==> config.mk <==
export PLATFORM = sky130hd
export DESIGN_NAME = i2c_csr_bridge
export DESIGN_NICKNAME = d
export VERILOG_FILES = /design/src/rtl/i2c_defs.sv /design/src/rtl/i2c_line_sync.sv /design/src/rtl/i2c_csr_bridge.sv
export SDC_FILE = /design/constraint.sdc
export NUM_CORES = 1
export LEC_CHECK = 0
export ABC_AREA = 1
export CORE_ASPECT_RATIO = 1.5
export CORE_MARGIN = 2
export CORE_UTILIZATION = 30
export DETAILED_ROUTE_END_ITERATION = 10
export PLACE_DENSITY_LB_ADDON = 0.05
export SYNTH_ARGS = -nofsm -noshare
export SYNTH_HDL_FRONTEND = slang
export SYNTH_HIERARCHICAL = 1
export SYNTH_SLANG_ARGS = --single-unit
==> constraint.sdc <==
create_clock -name clk -period 2.94 [get_ports clk]
set_clock_uncertainty 0.2 [all_clocks]
set_input_delay 0.294 -clock clk [delete_from_list [all_inputs] [get_ports clk]]
set_output_delay 0.294 -clock clk [all_outputs]
set_load 0.02 [all_outputs]
==> src/rtl/i2c_defs.sv <==
// rtl/i2c_defs.sv - shared state encodings and field positions for the I2C-to-CSR bridge
package i2c_defs;

    typedef enum logic [2:0] {
        ST_IDLE,
        ST_ADDR,
        ST_ADDR_ACK,
        ST_PTR,
        ST_WDATA,
        ST_RDATA,
        ST_RDATA_ACK,
        ST_WAIT_STOP
    } state_e;

    // Sub-phase within a byte-carrying state: shifting bits, or the two halves of the ACK slot.
    typedef enum logic [1:0] {
        PH_BYTE,
        PH_ACK_SETUP,
        PH_ACK_HOLD
    } phase_e;

    localparam int         RW_BIT   = 0;
    localparam logic [2:0] LAST_BIT = 3'd7;

endpackage

==> src/rtl/i2c_line_sync.sv <==
// rtl/i2c_line_sync.sv - SCL/SDA synchronizers with edge, START and STOP decode
module i2c_line_sync (
    input  logic clk,
    input  logic rst,
    input  logic scl_i,
    input  logic sda_i,
    output logic scl_rise,
    output logic scl_fall,
    output logic start,
    output logic stop,
    output logic sda
);

    // [0],[1] are the synchronizer stages, [2] is the history bit used for edge decode.
    logic [2:0] scl_q;
    logic [2:0] sda_q;
    logic [2:0] scl_d;
    logic [2:0] sda_d;

    assign scl_d = {scl_q[1:0], scl_i};
    assign sda_d = {sda_q[1:0], sda_i};

    always_ff @(posedge clk) begin
        if (!rst) begin
            scl_q <= 3'b111;
            sda_q <= 3'b111;
        end else begin
            scl_q <= scl_d;
            sda_q <= sda_d;
        end
    end

    // SCL must be high in both samples, so a simultaneous SDA/SCL change is just data.
    assign scl_rise = scl_q[1] & ~scl_q[2];
    assign scl_fall = ~scl_q[1] & scl_q[2];
    assign start    = scl_q[1] & scl_q[2] & ~sda_q[1] & sda_q[2];
    assign stop     = scl_q[1] & scl_q[2] & sda_q[1] & ~sda_q[2];
    assign sda      = sda_q[1];

endmodule

==> src/rtl/i2c_csr_bridge.sv <==
// rtl/i2c_csr_bridge.sv - I2C target that masters the internal CSR bus
module i2c_csr_bridge
    import i2c_defs::*;
#(
    parameter logic [6:0] I2C_ADDR = 7'h4a
) (
    input  logic       clk,
    input  logic       rst,
    input  logic       scl_i,
    input  logic       sda_i,
    output logic       sda_oe,
    output logic [4:0] csr_a,
    output logic [7:0] csr_di,
    output logic       csr_we,
    input  logic [7:0] csr_do
);

    logic scl_rise;
    logic scl_fall;
    logic start;
    logic stop;
    logic sda_s;

    i2c_line_sync u_line_sync (
        .clk     (clk),
        .rst     (rst),
        .scl_i   (scl_i),
        .sda_i   (sda_i),
        .scl_rise(scl_rise),
        .scl_fall(scl_fall),
        .start   (start),
        .stop    (stop),
        .sda     (sda_s)
    );

    state_e     state_q,    state_d;
    phase_e     phase_q,    phase_d;
    logic [2:0] bit_cnt_q,  bit_cnt_d;
    logic [6:0] shift_q,    shift_d;
    logic [7:0] tx_q,       tx_d;
    logic [4:0] ptr_q,      ptr_d;
    logic       sda_oe_q,   sda_oe_d;
    logic       csr_we_q,   csr_we_d;
    logic [7:0] csr_di_q,   csr_di_d;
    logic       rw_q,       rw_d;
    logic       nack_q,     nack_d;

    logic [7:0] shift_in;
    logic       last_bit;

    assign shift_in = {shift_q, sda_s};
    assign last_bit = (bit_cnt_q == LAST_BIT);

    always_comb begin
        state_d   = state_q;
        phase_d   = phase_q;
        bit_cnt_d = bit_cnt_q;
        shift_d   = shift_q;
        tx_d      = tx_q;
        ptr_d     = ptr_q;
        sda_oe_d  = sda_oe_q;
        csr_we_d  = 1'b0;
        csr_di_d  = csr_di_q;
        rw_d      = rw_q;
        nack_d    = nack_q;

        // The pointer advances the cycle after the write strobe so csr_a is stable under it.
        if (csr_we_q) begin
            ptr_d = ptr_q + 5'd1;
        end

        if (start) begin
            state_d   = ST_ADDR;
            phase_d   = PH_BYTE;
            bit_cnt_d = 3'd0;
            sda_oe_d  = 1'b0;
        end else if (stop) begin
            state_d   = ST_IDLE;
            phase_d   = PH_BYTE;
            bit_cnt_d = 3'd0;
            sda_oe_d  = 1'b0;
        end else begin
            case (state_q)
                ST_ADDR: begin
                    if (scl_rise) begin
                        shift_d   = shift_in[6:0];
                        bit_cnt_d = bit_cnt_q + 3'd1;
                        if (last_bit) begin
                            if (shift_in[7:1] == I2C_ADDR) begin
                                state_d = ST_ADDR_ACK;
                                phase_d = PH_ACK_SETUP;
                                rw_d    = shift_in[RW_BIT];
                            end else begin
                                state_d = ST_WAIT_STOP;
                            end
                        end
                    end
                end

                ST_ADDR_ACK: begin
                    if (scl_fall) begin
                        if (phase_q == PH_ACK_SETUP) begin
                            sda_oe_d = 1'b1;
                            phase_d  = PH_ACK_HOLD;
                        end else begin
                            phase_d   = PH_BYTE;
                            bit_cnt_d = 3'd0;
                            if (rw_q) begin
                                state_d  = ST_RDATA;
                                tx_d     = {csr_do[6:0], 1'b1};
                                sda_oe_d = ~csr_do[7];
                            end else begin
                                state_d  = ST_PTR;
                                sda_oe_d = 1'b0;
                            end
                        end
                    end
                end

                ST_PTR, ST_WDATA: begin
                    if (phase_q == PH_BYTE) begin
                        if (scl_rise) begin
                            shift_d   = shift_in[6:0];
                            bit_cnt_d = bit_cnt_q + 3'd1;
                            if (last_bit) begin
                                phase_d = PH_ACK_SETUP;
                                if (state_q == ST_PTR) begin
                                    ptr_d = shift_in[4:0];
                                end else begin
                                    csr_we_d = 1'b1;
                                    csr_di_d = shift_in;
                                end
                            end
                        end
                    end else if (scl_fall) begin
                        if (phase_q == PH_ACK_SETUP) begin
                            sda_oe_d = 1'b1;
                            phase_d  = PH_ACK_HOLD;
                        end else begin
                            sda_oe_d  = 1'b0;
                            phase_d   = PH_BYTE;
                            bit_cnt_d = 3'd0;
                            state_d   = ST_WDATA;
                        end
                    end
                end

                ST_RDATA: begin
                    if (scl_rise) begin
                        bit_cnt_d = bit_cnt_q + 3'd1;
                        if (last_bit) begin
                            ptr_d   = ptr_q + 5'd1;
                            state_d = ST_RDATA_ACK;
                            phase_d = PH_ACK_SETUP;
                        end
                    end else if (scl_fall) begin
                        sda_oe_d = ~tx_q[7];
                        tx_d     = {tx_q[6:0], 1'b1};
                    end
                end

                ST_RDATA_ACK: begin
                    if (phase_q == PH_ACK_SETUP) begin
                        if (scl_fall) begin
                            sda_oe_d = 1'b0;
                        end
                        if (scl_rise) begin
                            nack_d  = sda_s;
                            phase_d = PH_ACK_HOLD;
                        end
                    end else if (scl_fall) begin
                        phase_d   = PH_BYTE;
                        bit_cnt_d = 3'd0;
                        if (!nack_q) begin
                            state_d  = ST_RDATA;
                            tx_d     = {csr_do[6:0], 1'b1};
                            sda_oe_d = ~csr_do[7];
                        end else begin
                            state_d  = ST_WAIT_STOP;
                            sda_oe_d = 1'b0;
                        end
                    end
                end

                default: begin
                    sda_oe_d = 1'b0;
                end
            endcase
        end
    end

    always_ff @(posedge clk) begin
        if (!rst) begin
            state_q   <= ST_IDLE;
            phase_q   <= PH_BYTE;
            bit_cnt_q <= 3'd0;
            shift_q   <= 7'd0;
            tx_q      <= 8'hff;
            ptr_q     <= 5'd0;
            sda_oe_q  <= 1'b0;
            csr_we_q  <= 1'b0;
            csr_di_q  <= 8'd0;
            rw_q      <= 1'b0;
            nack_q    <= 1'b1;
        end else begin
            state_q   <= state_d;
            phase_q   <= phase_d;
            bit_cnt_q <= bit_cnt_d;
            shift_q   <= shift_d;
            tx_q      <= tx_d;
            ptr_q     <= ptr_d;
            sda_oe_q  <= sda_oe_d;
            csr_we_q  <= csr_we_d;
            csr_di_q  <= csr_di_d;
            rw_q      <= rw_d;
            nack_q    <= nack_d;
        end
    end

    assign sda_oe = sda_oe_q;
    assign csr_a  = ptr_q;
    assign csr_di = csr_di_q;
    assign csr_we = csr_we_q;

endmodule
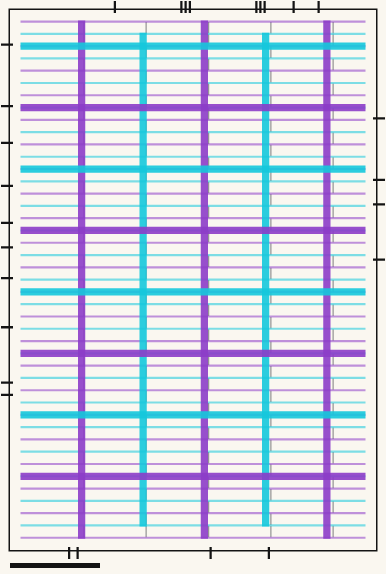
Run 1: floorplan with the power grid
Bar = 20 um. Pins as bars on the die edge. Tap cells in gray.
color	net
purple	VSS
cyan	VDD
met5 straps	8
tap cells	110

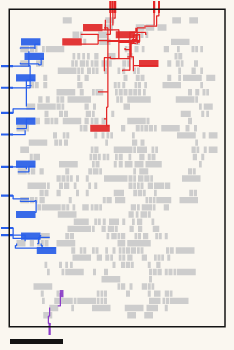
Run 1: port wiring
Bar = 20 um.
color	port	bits	direction	edge	end cells	buffers	wire
purple	`scl_i`	1	input	bottom	1	1	13.4 um
red	`csr_a`	5	output	top	5	5	243 um
blue	`csr_di`	8	output	left	8	8	177 um

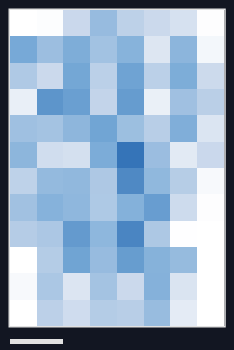
Run 1: cell area per tile
Bar = 20 um. The die is cut into 8 by 12 equal tiles; white is low, dark blue is high, 0 to 100% covered.
fullest tile	72%
nearly empty tiles	12%
densest ninth of the die	center
fp util: 30.6%
Core Util, Final: 36.5%

==> impl_metrics.env, run 1 <==
# flow metrics
export IMPL_die_area_um2=9680
export IMPL_met2_usage_pct=30.5
export IMPL_crit_chain="inv_1 > nor2_1 > nand2_2 > nor3_4 > nand2_2 > nand2_1 > a21oi_1"
export IMPL_synthMuxAreaShare_pct=0
export IMPL_placementRows=42
export IMPL_wirelength_um=7750
export IMPL_clk_path_buf_depth=2
export IMPL_final_setup_tns_ns=0
export IMPL_post_cts_buffers=0
export IMPL_synth_flops=45
export IMPL_io_pins=27
export IMPL_crit_cells=7
export IMPL_r2r_end="csr_di[3]$_SDFFE_PN0P_"
export IMPL_outcome="complete, no violations"
export IMPL_drtPass1Iterations=4
export IMPL_nNetsFinal=457
export IMPL_maxCapViolations=0
export IMPL_worst_r2r_path_depth=7
export IMPL_crit_start="u_line_sync/scl_q[1]$_SDFF_PN1_"
export IMPL_xor_share_pct=0.656
export IMPL_grt_busiest_layer="met2"
export IMPL_grt_pass1_wl_um=12900
export IMPL_async_flop_share_pct=0
export IMPL_post_cts_resized=0
export IMPL_drt_vias_per_instance=4.79
export IMPL_whs_endpoint="u_line_sync/scl_q[1]$_SDFF_PN1_"
export IMPL_ys_top_cells_by_count="nand2_1, nand3_1, dfxtp_1"
export IMPL_die_x_um=81.0
export IMPL_drive_above_1_share_pct=10.6
export IMPL_dr_total_vias=2647
export IMPL_r2r_start="u_line_sync/scl_q[1]$_SDFF_PN1_"
export IMPL_clock_root_buffer="clkbuf_16"
export IMPL_core_um2=8720
export IMPL_synthAdderAreaFrac_pct=1.41
export IMPL_ant_nets=0
export IMPL_port_buffers=26
export IMPL_crit_path_top_delay_cell="nor3_4"
export IMPL_layout_top_cell="nand2_1"
export IMPL_drc=0
export IMPL_die_h_um=120
export IMPL_warning_count=26
export IMPL_drv_slew=0
export IMPL_cts_hold_buf=0
export IMPL_fmax_ghz=0.444
export IMPL_largest_reg_flops=8
export IMPL_setup_viol=0
export IMPL_min_period_over_period_pct=76.6
export IMPL_synthTopLogicFamily="simple AND/OR/NAND/NOR gates"
export IMPL_finalHoldViolations=0
export IMPL_syn_cell_area_um2=2670
export IMPL_grtUsageTotal_pct=17.2
export IMPL_power_density_nw_per_um2=613
export IMPL_crit_fanout=9
export IMPL_grt_max_degree=21
export IMPL_rsz0062_at_grt="no"
export IMPL_vdd_ir_drop_max_mv=0.259
export IMPL_synth_edff_count=0
export IMPL_synth_top_flop_cell="dfxtp_1"
export IMPL_cp_end_kind="register"
export IMPL_timing_critical_path_required_ns=2.91
export IMPL_clk_latency_ns=0.30
export IMPL_yosysWarningCount=6
export IMPL_top_cells_by_area="dfxtp_1, nand2_1, nand3_1, a21oi_1, inv_1"
export IMPL_holdCritStartpoint="u_line_sync/scl_q[0]$_SDFF_PN1_"
export IMPL_gr_usage_met3_pct=3.01
export IMPL_crit_arrival_ns=2.22
export IMPL_gp_congestion=0.880
export IMPL_synth_yosys_num_cells=415
export IMPL_top_cell="nand2_1"
export IMPL_rrSetupSlack_ns=0.69
export IMPL_cts_sinks=45
export IMPL_synth_cells=415
export IMPL_critical_path_class="register to register"
export IMPL_synth_cellmix_simpleShare_pct=45.4
export IMPL_cp_num_buf_inv=1
export IMPL_routedWlPerCell_um=14.0
export IMPL_top_layer_used="met4"
export IMPL_yosysTopAreaCell="dfxtp_1"
export IMPL_grt_overflow=0
export IMPL_grt_use_met1_pct=19.2
export IMPL_min_path_cells=2
export IMPL_drtIter0Drc=198
export IMPL_syn_avg_cell_area_um2=6.43
export IMPL_worst_pin_slew_ns=0.533
export IMPL_postSynthSeqShare_pct=33.8
export IMPL_area_growth_pct=19.2
export IMPL_cts_tree="done"
export IMPL_antenna_found_initial=0
export IMPL_critical_path_max_stage_delay_ns=0.46
export IMPL_ys_chip_area_um2=2670
export IMPL_fin_total_pwr_mw=1.95
export IMPL_critPathLaunchType="register"
export IMPL_crit_family="simple AND/OR/NAND/NOR gates"
export IMPL_met3_length_um=214
export IMPL_hpwlAfterDp_um=5890
export IMPL_slew_limit_headroom_pct=64.4
export IMPL_yosys_area_share_aoi_pct=10.6
export IMPL_clkTransAtPathRegs_ns=0.07
export IMPL_synth_nets=430
==> run 1: report_power, final <==
group	total, mW	switching [mW]	internal [mW]
logic	0.643	0.439	0.204
clock network	0.573	0.257	0.317
registers	0.734	0.0662	0.668
==> run 1: cell type report <==
cell class	instances	area, um2
sequential	45	901
inverter	43	161
clock buffer	5	125
tap	110	138
timing repair buffer	29	283
fill	1016	5540
multi-input combinational	318	1550
clock inverter	3	21.3
==> run 1: stage by stage <==
step	utilization [%]	hold slack, ns	setup slack [ns]	instances	cell area, um2
after floorplan	-	0.163	1.18	415	2670
after global placement	34.8	0.182	0.676	545	3030
after detailed placement	34.8	0.189	0.653	545	3030
after CTS	36.5	0.206	0.643	553	3180
after global routing	36.5	0.225	0.385	553	3180
final	36.5	0.202	0.689	553	3180
Run 1, sequential cells grouped by signal name:
Bar = 20 um. Other sequential cells in the stronger gray, the rest of the logic in the fainter gray.
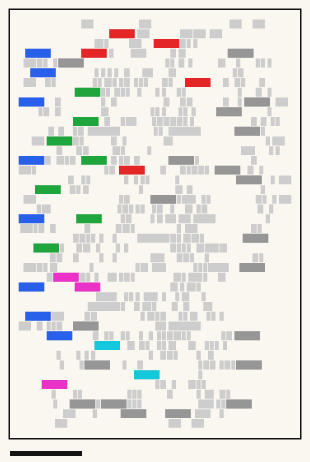

## Run 2: what changed since run 1
clock period = 2 ns   (was 2.94 ns; I/O delays follow)
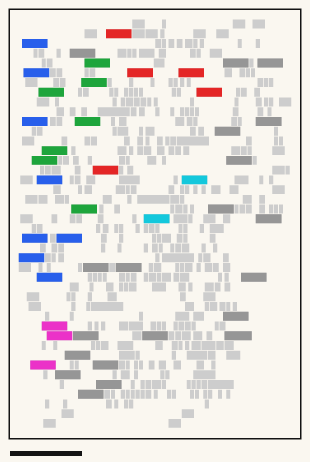
Run 2: sequential cells grouped by signal name
Bar = 20 um. Other sequential cells in the stronger gray, the rest of the logic in the fainter gray.
color	netlist name	flops
red	`csr_a`	5
cyan	`phase_q`	2
magenta	`u_line_sync/sda_q`	3
blue	`csr_di`	8
green	`shift_q`	7

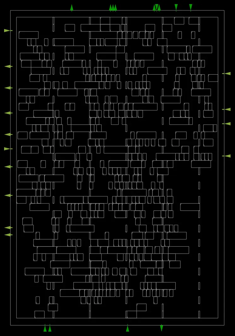
Run 2: cell outlines without signal wires
Core Util, Final: 38.7%
Layout fillers: 998
Core Region: 8720 um2

==> run 2 against run 1 <==
  * Non-clock buffer count up 23
  * Worst hold slack better by 0.0012 ns
  * Critical endpoint is now csr_we
  * Largest cell class unchanged
  * Synthesized cell count unchanged
  * Final cell count up 4.2%
  * Largest power group unchanged
  * Power up 52%
==> impl_metrics.env, run 2 <==
# flow metrics
export IMPL_clock_root_buffer="clkbuf_16"
export IMPL_routedWlPerCell_um=13.8
export IMPL_die_area_um2=9680
export IMPL_clk_path_buf_depth=2
export IMPL_crit_chain="clkdlybuf4s50_1"
export IMPL_area_growth_pct=26.5
export IMPL_placed_area_um2=3220
export IMPL_syn_avg_cell_area_um2=6.43
export IMPL_syn_cell_area_um2=2670
export IMPL_grt_max_degree=21
export IMPL_layout_min_cycle_time_ns=1.88
export IMPL_synth_flops=45
export IMPL_ys_chip_area_um2=2670
export IMPL_synthTopLogicFamily="simple AND/OR/NAND/NOR gates"
export IMPL_vdd_ir_drop_max_mv=0.358
export IMPL_min_period_over_period_pct=93.9
export IMPL_synth_edff_count=0
export IMPL_wirelength_um=7970
export IMPL_largest_reg_flops=8
export IMPL_synth_yosys_num_cells=415
export IMPL_yosys_area_share_aoi_pct=10.6
export IMPL_cts_tree="done"
export IMPL_cp_num_buf_inv=1
export IMPL_gr_usage_met3_pct=2.78
export IMPL_clk_latency_ns=0.29
export IMPL_synth_nets=430
export IMPL_antenna_found_initial=0
export IMPL_synthAdderAreaFrac_pct=1.41
export IMPL_setup_viol=0
export IMPL_layout_cells_non_filler=576
export IMPL_grt_use_met1_pct=19.6
export IMPL_register_area_um2=902
export IMPL_gp_congestion=0.922
export IMPL_worst_pin_slew_ns=0.450
export IMPL_cts_hold_buf=0
export IMPL_crit_arrival_ns=1.48
export IMPL_die_x_um=81.0
export IMPL_cts_sinks=45
export IMPL_yosysTopAreaCell="dfxtp_1"
export IMPL_cts_buffers=5
export IMPL_hold_ws_ns=0.203
export IMPL_met3_length_um=257
export IMPL_placementRows=42
export IMPL_dr_total_vias=2759
export IMPL_r2r_end="csr_a[4]$_SDFF_PN0_"
export IMPL_yosysWarningCount=6
export IMPL_ys_top_cells_by_count="nand2_1, nand3_1, dfxtp_1"
export IMPL_worst_r2r_path_depth=11
export IMPL_crit_cells=1
export IMPL_post_cts_buffers=0
export IMPL_post_cts_resized=0
export IMPL_placed_cells_incl_taps=568
export IMPL_crit_path_top_delay_cell="clkdlybuf4s50_1"
export IMPL_min_path_cells=2
export IMPL_place_ws_ns=0.101
export IMPL_top_layer_used="met4"
export IMPL_top_cell="nand2_1"
export IMPL_drc=0
export IMPL_crit_fanout=8
export IMPL_die_h_um=120
export IMPL_nNetsFinal=480
export IMPL_r2r_start="bit_cnt_q[0]$_SDFFE_PP0P_"
export IMPL_critical_path_class="register to output port"
export IMPL_synth_cells=415
export IMPL_critical_path_max_stage_delay_ns=0.67
export IMPL_holdCritStartpoint="u_line_sync/scl_q[0]$_SDFF_PN1_"
export IMPL_crit_family="buffers and inverters"
export IMPL_fmax_ghz=0.533
export IMPL_postSynthSeqShare_pct=33.8
export IMPL_top_cells_by_area="dfxtp_1, nand2_1, nand3_1, a21oi_1, inv_1"
export IMPL_layout_top_cell="nand2_1"
export IMPL_maxCapViolations=0
export IMPL_grtUsageTotal_pct=17.6
export IMPL_finalHoldViolations=0
export IMPL_initCoreUtil_pct=30.6
export IMPL_outcome="complete, no violations"
export IMPL_critPathLaunchType="register"
export IMPL_whs_endpoint="u_line_sync/scl_q[1]$_SDFF_PN1_"
export IMPL_crit_start="csr_we$_SDFF_PP0_"
export IMPL_xor_share_pct=0.656
export IMPL_grt_overflow=0
export IMPL_rrSetupSlack_ns=0.17
export IMPL_port_buffers=26
export IMPL_cts_max_level=2
export IMPL_drt_vias_per_instance=4.79
export IMPL_drtPass1Iterations=6
export IMPL_async_flop_share_pct=0
export IMPL_warning_count=26
export IMPL_synth_cellmix_simpleShare_pct=45.4
export IMPL_ant_nets=0
export IMPL_synthMuxAreaShare_pct=0
export IMPL_clkTransAtPathRegs_ns=0.07
export IMPL_drtIter0Drc=155
export IMPL_hpwlAfterDp_um=6230
export IMPL_grt_pass1_wl_um=13200
export IMPL_grt_busiest_layer="met2"
export IMPL_io_pins=27
export IMPL_synth_top_flop_cell="dfxtp_1"
export IMPL_finalWorstSetupSlack_ns=0.122
export IMPL_drive_above_1_share_pct=15.7
export IMPL_met2_usage_pct=32.1
export IMPL_cp_end_kind="output port"
export IMPL_finalInstanceArea_um2=3380
export IMPL_slew_limit_headroom_pct=69.9
export IMPL_fin_total_pwr_mw=2.97
export IMPL_power_density_nw_per_um2=881
export IMPL_drv_slew=0
export IMPL_timing_critical_path_required_ns=1.60
export IMPL_comb_area_um2=1560
export IMPL_rsz0062_at_grt="no"
export IMPL_final_setup_tns_ns=0
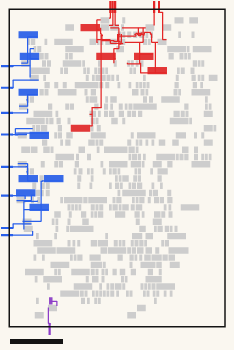
Run 2: port wiring
Bar = 20 um.
color	port	bits	direction	edge	end cells	buffers	wire
blue	`csr_di`	8	output	left	8	8	209 um
purple	`scl_i`	1	input	bottom	1	1	11.2 um
red	`csr_a`	5	output	top	5	5	229 um

run 2: where the power goes:
part	internal [mW]	switching [mW]	leakage (nW)
clock network	0.464	0.379	0.0631
registers	0.983	0.0877	0.366
logic	0.379	0.680	1.18
run 2: final cells by class:
class / instances / share of cell area (%)
timing repair buffer: 52 / 13.9
multi-input combinational: 318 / 46.3
sequential: 45 / 26.7
clock buffer: 6 / 3.82
clock inverter: 2 / 0.445
tap: 110 / 4.08
inverter: 43 / 4.78
run 2: worst max-delay path by stage:
stage	to
final	csr_we
after global routing	csr_a[4]$_SDFF_PN0_
after CTS	csr_a[4]$_SDFF_PN0_
after detailed placement	csr_a[4]$_SDFF_PN0_
after global placement	state_q[0]$_SDFFE_PN0P_
after floorplan	csr_a[2]$_SDFF_PN0_
Run 2, cell area per tile:
Bar = 20 um. The die is cut into 8 by 12 equal tiles; white is low, dark blue is high, 0 to 100% covered.
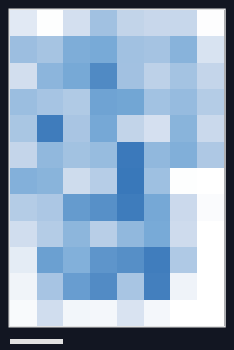

## Run 3: what changed since run 2
DONT_BUFFER_PORTS = 1   (was unset)
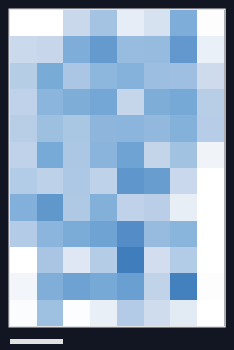
Run 3: cell area per tile
Bar = 20 um. The die is cut into 8 by 12 equal tiles; white is low, dark blue is high, 0 to 100% covered.
fullest tile	69%
nearly empty tiles	13%
mean over tiles	33%

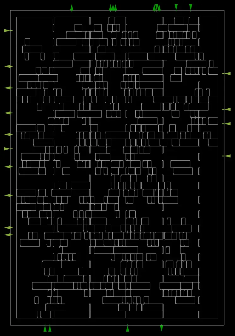
Run 3: cell outlines without signal wires
fin cells: 568
flop share of the area: 27.5%

==> run 3 against run 2 <==
  * Sequential share of layout area increased by 0.74 points
  * Die size stayed put
  * Critical path depth up 6
  * Global-route usage grew 0.29 points
  * Design area fell by 2.7%
  * Critical endpoint is now shift_q[0]$_SDFFE_PN0P_
==> impl_metrics.env, run 3 <==
# flow metrics
export IMPL_clk_path_buf_depth=2
export IMPL_fillers=1009
export IMPL_die_h_um=120
export IMPL_power_clock_mw=0.821
export IMPL_synth_top_flop_cell="dfxtp_1"
export IMPL_grt_pass1_wl_um=13200
export IMPL_drtPass1Iterations=5
export IMPL_crit_cells=7
export IMPL_placed_area_um2=3020
export IMPL_layout_top_cell="nand2_1"
export IMPL_outcome="complete, no violations"
export IMPL_cp_num_buf_inv=2
export IMPL_met2_usage_pct=32.3
export IMPL_yosysWarningCount=6
export IMPL_grt_max_degree=21
export IMPL_bufAreaShareNonClock_pct=11.3
export IMPL_finalHoldViolations=0
export IMPL_crit_fanout=11
export IMPL_wirelength_um=8200
export IMPL_core_um2=8720
export IMPL_async_flop_share_pct=0
export IMPL_gp_congestion=0.898
export IMPL_intPower_mw=1.87
export IMPL_drt_vias_per_instance=4.86
export IMPL_gr_usage_met3_pct=3.23
export IMPL_dr_total_vias=2760
export IMPL_syn_cell_area_um2=2670
export IMPL_dominant_cells="logic gates"
export IMPL_port_buffers=0
export IMPL_warning_count=26
export IMPL_clkTransAtPathRegs_ns=0.06
export IMPL_top_cells_by_area="dfxtp_1, nand2_1, nand3_1, a21oi_1, inv_1"
export IMPL_fmax_ghz=0.554
export IMPL_die_x_um=81.0
export IMPL_drv_slew=0
export IMPL_crit_family="simple AND/OR/NAND/NOR gates"
export IMPL_flop_count=45
export IMPL_met3_length_um=243
export IMPL_min_path_cells=4
export IMPL_initCoreUtil_pct=30.6
export IMPL_synth_edff_count=0
export IMPL_drtIter0Drc=156
export IMPL_power_group_top="combinational cells"
export IMPL_tap_cells=110
export IMPL_slew_limit_headroom_pct=46.5
export IMPL_critPathLaunchType="register"
export IMPL_setup_viol=0
export IMPL_cts_hold_buf=10
export IMPL_yosysTopAreaCell="dfxtp_1"
export IMPL_comb_cell_share_pct=47.9
export IMPL_io_pins=27
export IMPL_utilization_pct=37.7
export IMPL_timing_critical_path_required_ns=1.98
export IMPL_register_area_um2=902
export IMPL_crit_path_top_delay_cell="dfxtp_1"
export IMPL_grt_busiest_layer="met2"
export IMPL_p_switching_mw=1.15
export IMPL_clock_area_share_pct=4.27
export IMPL_ys_top_cells_by_count="nand2_1, nand3_1, dfxtp_1"
export IMPL_worst_pin_slew_ns=0.803
export IMPL_nNetsFinal=472
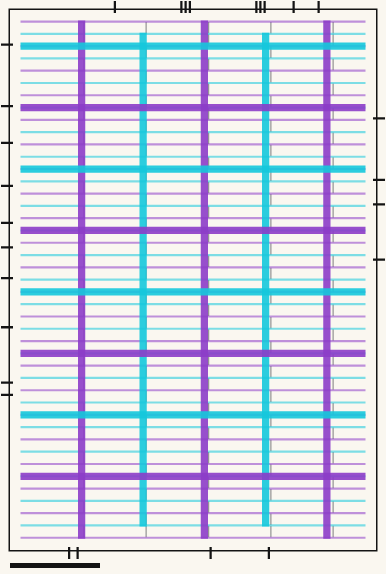
Run 3: floorplan with the power grid
Bar = 20 um. Pins as bars on the die edge. Tap cells in gray.
color	net
purple	VSS
cyan	VDD
met4 straps	5
signal pins	27
tap cells	110
rows	42
met1 rails	43

run 3: path summary, 6_finish.rpt:
check                                     to                            start  slack (ns)
min                  state_q[2]$_SDFFE_PP0P_                              rst        0.03
max reg2reg          shift_q[0]$_SDFFE_PN0P_  u_line_sync/scl_q[1]$_SDFF_PN1_        0.20
max                  shift_q[0]$_SDFFE_PN0P_  u_line_sync/scl_q[1]$_SDFF_PN1_        0.20
min reg2reg  u_line_sync/scl_q[1]$_SDFF_PN1_  u_line_sync/scl_q[0]$_SDFF_PN1_        0.20
run 3: cells by family after synthesis:
| family | share of synthesized area (%) |
|---|---|
| flops | 33.8 |
| compound gates | 10.6 |
| simple gates | 45.4 |
| buf+inv | 8.11 |
| xor+xnor | 0.656 |
| fa+ha+maj | 1.41 |
Power figures rest on the tool's default switching activity, not on a simulated workload.
